[config.mk]
export PLATFORM = sky130hd
export DESIGN_NAME = mmio_uart_tx
export DESIGN_NICKNAME = d
export VERILOG_FILES = /design/src/rtl/mmio_uart_tx.sv
export SDC_FILE = /design/constraint.sdc
export NUM_CORES = 1
export LEC_CHECK = 0
export CORE_MARGIN = 8
export CORE_UTILIZATION = 38
export CTS_CLUSTER_DIAMETER = 60
export DETAILED_ROUTE_END_ITERATION = 12
export PLACE_DENSITY = 0.61
export SYNTH_ARGS = -nofsm -noshare
export SYNTH_HDL_FRONTEND = slang
export SYNTH_SLANG_ARGS = --single-unit
[constraint.sdc]
create_clock -name clk -period 2.1 [get_ports clk]
set_input_delay 0.315 -clock clk [delete_from_list [all_inputs] [get_ports clk]]
set_output_delay 0.315 -clock clk [all_outputs]
set_load 0.01 [all_outputs]
[src/rtl/mmio_uart_tx.sv]
// mmio_uart_tx: memory-mapped 8N1 UART transmitter for the CPU data port.
// A 16-byte register window holds TXDATA, STATUS, DIVISOR and CTRL.
// Bytes stored to TXDATA wait in a small FIFO until the serialiser sends them.
// Optional feature macro: UART_TX_IRQ_EN adds the irq output and CTRL.irq_en.
//
// Bus handshake: there is no valid/ready pair. A write is accepted on every
// posedge where the window is selected and wenable[0] is high. Reads are
// combinational and have no side effects. A store that finds the FIFO full
// is dropped and sets the sticky STATUS.ovf flag.
module mmio_uart_tx #(
  parameter logic [31:0] ADDR_BASE  = 32'h0000_1000,
  parameter int          FIFO_DEPTH = 4,
  parameter logic [15:0] CLK_DIV    = 16'd4
) (
  input  logic        clk,
  input  logic        rst_n,
  input  logic [31:0] addr,
  input  logic [31:0] wdata,
  input  logic [3:0]  wenable,
  output logic [31:0] rdata,
  output logic        tx
`ifdef UART_TX_IRQ_EN
  ,
  output logic        irq
`endif
);

  localparam int PW = $clog2(FIFO_DEPTH);
  localparam int CW = PW + 1;
  localparam logic [CW-1:0] FULL_COUNT = CW'(FIFO_DEPTH);

  // Word offsets inside the window
  localparam logic [1:0] REG_TXDATA  = 2'd0;
  localparam logic [1:0] REG_STATUS  = 2'd1;
  localparam logic [1:0] REG_DIVISOR = 2'd2;
  localparam logic [1:0] REG_CTRL    = 2'd3;

  typedef enum logic [1:0] {
    IDLE  = 2'd0,
    START = 2'd1,
    DATA  = 2'd2,
    STOP  = 2'd3
  } state_t;

  // Bus decode
  logic sel;
  logic wr_en;
  logic wr_txdata;
  logic wr_status;
  logic wr_div;

  // FIFO storage and bookkeeping
  logic [7:0]    fifo_mem [FIFO_DEPTH];
  logic [PW-1:0] wr_ptr;
  logic [PW-1:0] rd_ptr;
  logic [CW-1:0] count;
  logic [CW-1:0] count_next;
  logic          empty;
  logic          full;
  logic          push;
  logic          pop;

  // Status and configuration registers
  logic          ovf;
  logic [15:0]   divisor;
  logic [15:0]   bit_len;
  logic [15:0]   reload;

  // Serialiser state; state is a plain named register so checkers can bind to it
  state_t        state;
  logic [15:0]   baud_cnt;
  logic [2:0]    bit_idx;
  logic [7:0]    shreg;
  logic          bit_done;
  logic          busy;

  // Bits of the bus that this block never looks at
  logic          unused_bits;

  assign sel       = (addr[31:4] == ADDR_BASE[31:4]);
  assign wr_en     = sel && wenable[0];
  assign wr_txdata = wr_en && (addr[3:2] == REG_TXDATA);
  assign wr_status = wr_en && (addr[3:2] == REG_STATUS);
  assign wr_div    = wr_en && (addr[3:2] == REG_DIVISOR);

  assign unused_bits = ^{wdata[31:16], addr[1:0], wenable[3:1]};

  // Flags come from the count before the edge, so a push in the same cycle
  // as a pop still sees the FIFO as full and is dropped.
  assign empty = (count == '0);
  assign full  = (count == FULL_COUNT);
  assign push  = wr_txdata && !full;
  assign pop   = (state == IDLE) && !empty;

  // A divisor of zero would mean zero-length bits; treat it as one cycle.
  assign bit_len  = (divisor == 16'd0) ? 16'd1 : divisor;
  assign reload   = bit_len - 16'd1;
  assign bit_done = (baud_cnt == 16'd0);

  assign busy = (state != IDLE) || !empty;

  // Next FIFO occupancy; push and pop together leave it unchanged
  always_comb begin
    count_next = count;
    case ({push, pop})
      2'b10:   count_next = count + CW'(1);
      2'b01:   count_next = count - CW'(1);
      default: count_next = count;
    endcase
  end

  // FIFO storage is data-only and needs no reset
  always_ff @(posedge clk) begin
    if (push) begin
      fifo_mem[wr_ptr] <= wdata[7:0];
    end
  end

  // FIFO pointers and occupancy; pointers wrap naturally at the power-of-two depth
  always_ff @(posedge clk or negedge rst_n) begin
    if (!rst_n) begin
      wr_ptr <= '0;
      rd_ptr <= '0;
      count  <= '0;
    end else begin
      if (push) begin
        wr_ptr <= wr_ptr + PW'(1);
      end
      if (pop) begin
        rd_ptr <= rd_ptr + PW'(1);
      end
      count <= count_next;
    end
  end

  // Sticky overflow flag, cleared by writing 1 to STATUS bit 3
  always_ff @(posedge clk or negedge rst_n) begin
    if (!rst_n) begin
      ovf <= 1'b0;
    end else if (wr_txdata && full) begin
      ovf <= 1'b1;
    end else if (wr_status && wdata[3]) begin
      ovf <= 1'b0;
    end
  end

  // Baud divisor register
  always_ff @(posedge clk or negedge rst_n) begin
    if (!rst_n) begin
      divisor <= CLK_DIV;
    end else if (wr_div) begin
      divisor <= wdata[15:0];
    end
  end

  // Serialiser FSM: each bit reloads the baud counter from the live divisor,
  // so a divisor write lands on the next bit boundary. tx is registered and
  // changes on the same edge as the state.
  always_ff @(posedge clk or negedge rst_n) begin
    if (!rst_n) begin
      state    <= IDLE;
      tx       <= 1'b1;
      baud_cnt <= 16'd0;
      bit_idx  <= 3'd0;
      shreg    <= 8'd0;
    end else begin
      case (state)
        IDLE: begin
          tx <= 1'b1;
          if (!empty) begin
            shreg    <= fifo_mem[rd_ptr];
            baud_cnt <= reload;
            tx       <= 1'b0;
            state    <= START;
          end
        end
        START: begin
          if (bit_done) begin
            bit_idx  <= 3'd0;
            tx       <= shreg[0];
            baud_cnt <= reload;
            state    <= DATA;
          end else begin
            baud_cnt <= baud_cnt - 16'd1;
          end
        end
        DATA: begin
          if (bit_done) begin
            baud_cnt <= reload;
            if (bit_idx == 3'd7) begin
              tx    <= 1'b1;
              state <= STOP;
            end else begin
              bit_idx <= bit_idx + 3'd1;
              tx      <= shreg[bit_idx + 3'd1];
            end
          end else begin
            baud_cnt <= baud_cnt - 16'd1;
          end
        end
        STOP: begin
          // Returning to IDLE costs one clock before the next START
          if (bit_done) begin
            state <= IDLE;
          end else begin
            baud_cnt <= baud_cnt - 16'd1;
          end
        end
        default: begin
          state <= IDLE;
          tx    <= 1'b1;
        end
      endcase
    end
  end

`ifdef UART_TX_IRQ_EN
  logic irq_en;
  logic wr_ctrl;
  logic active_next;
  logic busy_next;

  assign wr_ctrl = wr_en && (addr[3:2] == REG_CTRL);

  // The FSM is active after this edge unless it is idle with nothing queued
  // or it is finishing the final stop-bit cycle.
  assign active_next = (state == IDLE) ? !empty : !((state == STOP) && bit_done);
  assign busy_next   = active_next || (count_next != '0);

  // Interrupt enable register
  always_ff @(posedge clk or negedge rst_n) begin
    if (!rst_n) begin
      irq_en <= 1'b0;
    end else if (wr_ctrl) begin
      irq_en <= wdata[0];
    end
  end

  // Level interrupt: everything queued has left the wire
  always_ff @(posedge clk or negedge rst_n) begin
    if (!rst_n) begin
      irq <= 1'b0;
    end else begin
      irq <= irq_en && empty && !busy_next;
    end
  end
`endif

  // Combinational register read; zero outside the window
  always_comb begin
    rdata = 32'd0;
    if (sel) begin
      case (addr[3:2])
        REG_TXDATA:  rdata = 32'd0;
        REG_STATUS:  rdata = {28'd0, ovf, busy, full, empty};
        REG_DIVISOR: rdata = {16'd0, divisor};
`ifdef UART_TX_IRQ_EN
        REG_CTRL:    rdata = {31'd0, irq_en};
`else
        REG_CTRL:    rdata = 32'd0;
`endif
        default:     rdata = 32'd0;
      endcase
    end
  end

endmodule
==> images/power_grid.png <==
The bar under the picture is 50 µm long. Pins as bars on the die edge.
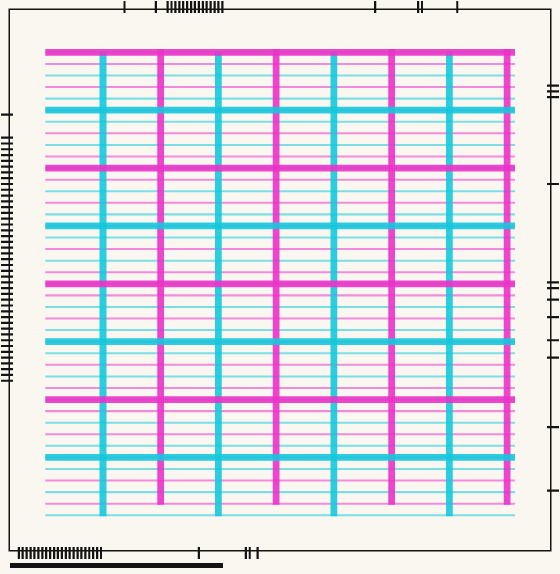
VSS: drawn in cyan. VDD: drawn in magenta.
8 straps on met4. 8 straps on met5. 103 signal pins sit on the boundary. The core has 40 rows.
core area: 12000 µm²
peak supply drop: 0.496 mV
Die Span X: 127 µm

==> images/layer_met3.png <==
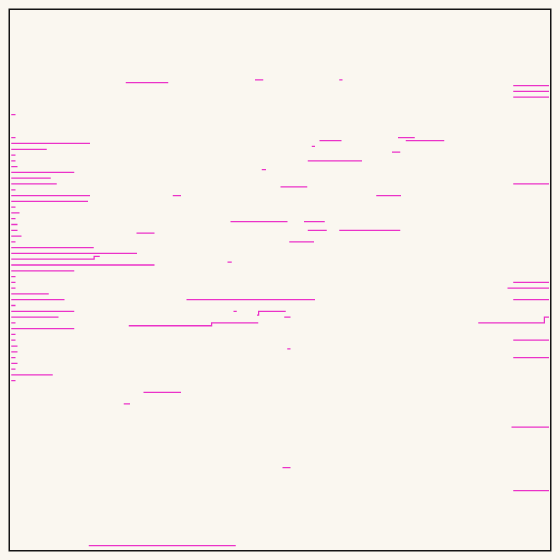
The longest straight run is 34.3 µm. 72 nets have wire on it. The layer carries 632 µm of wire. The wires run mostly horizontal.
vias: 3717
wirelength, routed: 12400 µm

==> images/layer_met2.png <==
The bar under the picture is 50 µm long.
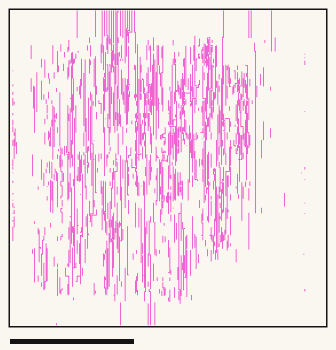
The layer carries 6010 µm of wire. The wires run mostly vertical. The layer holds 48% of the routed length. The longest straight run is 65.0 µm. 550 nets have wire on it.
met2 GRT Util: 0.259

==> images/clocks.png <==
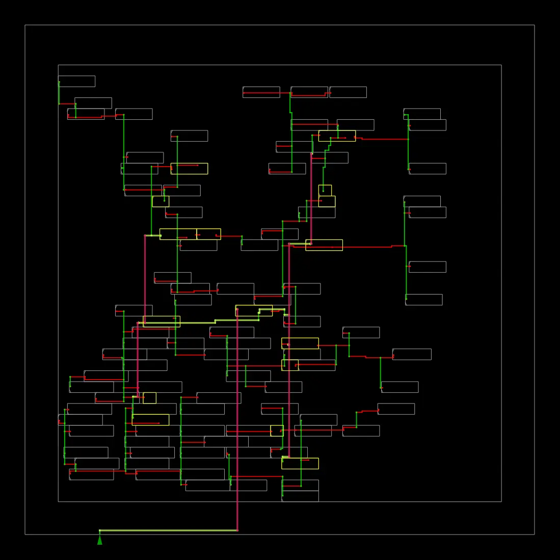
CTS buffer count: 9
flip-flop and latch count: 86

==> flip-flops by register name (all words and copies together), names as in the netlist <==
| signal | flops |
|---|---|
| state | 2 |
| divisor | 16 |
| baud_cnt | 16 |
| bit_idx | 3 |
| rd_ptr | 2 |
| tx | 1 |
| count | 3 |
| wr_ptr | 2 |
| shreg | 8 |
| ovf | 1 |
| fifo_mem | 32 |
==> synth_stat cells (3+ instances only) <==
cell      instances
a221o_1           4
xor2_1            4
a22oi_1           4
nor2_1           31
ha_1             14
nand2_1          24
mux4_2           10
clkbuf_1          4
a21oi_1          10
mux2i_1           3
edfxtp_1         32
buf_2             3
o21ai_0          23
and2_1           17
nor3_1           11
xnor2_1          12
inv_1            13
buf_4            17
a22o_1            9
dfrtp_1          52
nand3_1           8
or3_1             3
nor4_1           14
nor2b_1           6
mux2_2           27
==> routing by layer <==
metal | vias up | GRT usage | share of wire
li1 | 1767 | - | -
met2 | 98 | 0.259 | 0.48
met1 | 1830 | 0.190 | 0.44
met3 | 22 | 0.0364 | 0.051
met4 | 0 | 0.0714 | 0.023
met5 | - | 0 | 0
==> final cells by class <==
| cell class | count | area [µm²] | area share |
|---|---|---|---|
| multi-input combinational | 292 | 2540 | 0.381 |
| sequential | 86 | 2310 | 0.348 |
| timing repair buffer | 154 | 1270 | 0.191 |
| clock buffer | 9 | 225 | 0.0339 |
| tap | 147 | 184 | 0.0276 |
| clock inverter | 7 | 76.3 | 0.0115 |
| inverter | 13 | 48.8 | 0.00733 |
==> critical path, stage by stage <==
cell,delay (ns)
buf_6,0.09
nor4_1,0.26
and4_4,0.27
nand4_4,0.11
nor3b_4,0.24
nor3b_4,0.23
inv_1,0.08
ha_2,0.20
inv_2,0.06
fa_2,0.18
xor2_1,0.17
nor2_1,0.07
xor2_1,0.14
==> through the flow <==
step / std cells / hold slack, ns / instance area [µm²] / worst slack, ns / util
4_1_cts: 697 / 0.490 / 6360 / -0.0808 / 0.530
3_3_place_gp: 676 / 0.341 / 6050 / -0.675 / 0.503
3_5_place_dp: 676 / 0.344 / 6050 / -0.733 / 0.503
2_1_floorplan: 418 / 0.0194 / 4790 / -0.272 / -
6_report: 708 / 0.484 / 6650 / -0.0705 / 0.554
5_1_grt: 708 / 0.498 / 6650 / -0.152 / 0.554
==> path summary, 6_finish.rpt <==
path	cells past startpoint	slack [ns]	endpoint	start
max	13	-0.07	count[2]	addr[10]
min	2	0.48	tx	tx
max reg2reg	11	-0.05	baud_cnt[8]	divisor[7]
min reg2reg	2	0.48	tx	tx
max in group asynchronous	3	0.95	divisor[2]	rst_n
min in group asynchronous	2	0.50	baud_cnt[11]	rst_n
==> what timing repair did <==
| item | 4_1_cts | 5_1_grt |
|---|---|---|
| hold buffers | 1 | 0 |
| endpoints found under the setup margin | 75 | 42 |
| cloned | 1 | 1 |
| pin swaps | 19 | 26 |
| resized | 139 | 67 |
| buffers inserted | 3 | 10 |
| hold endpoints to repair | 21 | 0 |
==> power by group <==
| group | internal, mW | total, mW | switching, mW |
|---|---|---|---|
| logic | 0.392 | 0.803 | 0.411 |
| clock network | 0.850 | 1.61 | 0.763 |
| registers | 1.77 | 1.79 | 0.0222 |
==> changes_impl.md <==
## Flow update

- Synth unique cells: 59
- Max-area cell share: 0.278
- Power Density: 633 nW/µm²
- Count of library flops with an enable pin: 32
- Chip Area, Yosys: 4670 µm²
- Power Total: 4.21 mW
- Grt ovf: 0
- Final Max-Slew Violation Tally: 0
- Most used flip-flop cell: dfrtp_1
- Layout filler cell count: 1022
- Setup TNS: -0.468 ns
- Reg clk slew, reported paths: 0.07 ns
- Worst Hold Class: flip-flop to flip-flop
- Yosys cell count: 403
- Area Growth Syn to Fin: 42.3%
- I/O pins: 103
- Latency at later pin: 0.35 ns
- Worst-margin pin slew: 0.568 ns
- Top Layout Cells: buf_4 (75), dfrtp_1 (52), edfxtp_1 (32), nor2_1 (27), nand2_1 (23)
- Outcome: complete, but fails checks
- Share of synthesized registers carrying an async set or reset: 0.628
- Routed wire per std cell: 17.5 µm
- Max Clock Skew: 0.0112 ns
- Vias per Instance: 5.25
- Sink Count: 86
- RSZ-0062 raised after global routing: true
- Die Area: 16100 µm²
- Post-DP HPWL: 9160 µm
- Crit path capture type: flip-flop
- Synth area leader: dfrtp_1
- Top cells by area in the synthesized netlist: dfrtp_1 (28%), edfxtp_1 (21%), mux2_2 (6.5%), mux4_2 (4.8%), ha_1 (3.7%)
- FP Util: 0.389
- Remaining antenna violation count after routing: 0
- Residual DRC: 0
- Comb area leader: simple AND/OR/NAND/NOR gates
- Clock root cell: clkbuf_16
- Cycle use final: 1.03
- Max-cap viol count: 0
- XOR/XNOR Area Share: 0.0300
- Mapped cell area: 4670 µm²
- Critical path arrival: 2.41 ns
- Log Warnings: 57
- Dominant logic cell type in the layout: buf_4
- Violated checks: negative setup slack
- IO Port Bufs: 65
- Vias in the first global route: 3917
- Mux area share: 0.120
- Site Rows: 40
- Startpoint Class: input pin
- Share of layout cells above drive strength 1: 0.403
- Largest net degree at the start of global routing: 33
- Diode count: 0
- Final #Nets: 641
- Post-Syn Instances: 403
- Yosys warns: 0
- Adder share: 0.0418
- TritonCTS clock tree: yes
- Basic Gates by Area: 0.156
- Synthesized registers: 86
- Aoi share: 0.108
- Data required, critical path: 2.34 ns
- Min Tclk post-route: 2.17 ns
- Pre-Repair DR Iteration Count: 4
- Post-route setup slack: -0.0705 ns
- Crit-path max FO: 2
- Final Hold Violation Tally: 0
- Gr usage total: 0.157
- Max Fclk: 461 MHz
- Clock Tree Buf Depth: 2
- Antenna violations before repair: 0
- Worst slew margin: 0.621
- Leakage: 2.88 nW
- Final setup viols: 17
- Critical path type: input pin to flip-flop
- First-pass GRT wire length: 20200 µm
- RePlAce Congestion: 0.844
- Drt initial violations: 242
- Post-synthesis sequential area ratio: 0.495
- Mapped Avg Cell Area: 11.6 µm²
- H-Tree Depth: 3
Power and IR drop assume default switching activity.
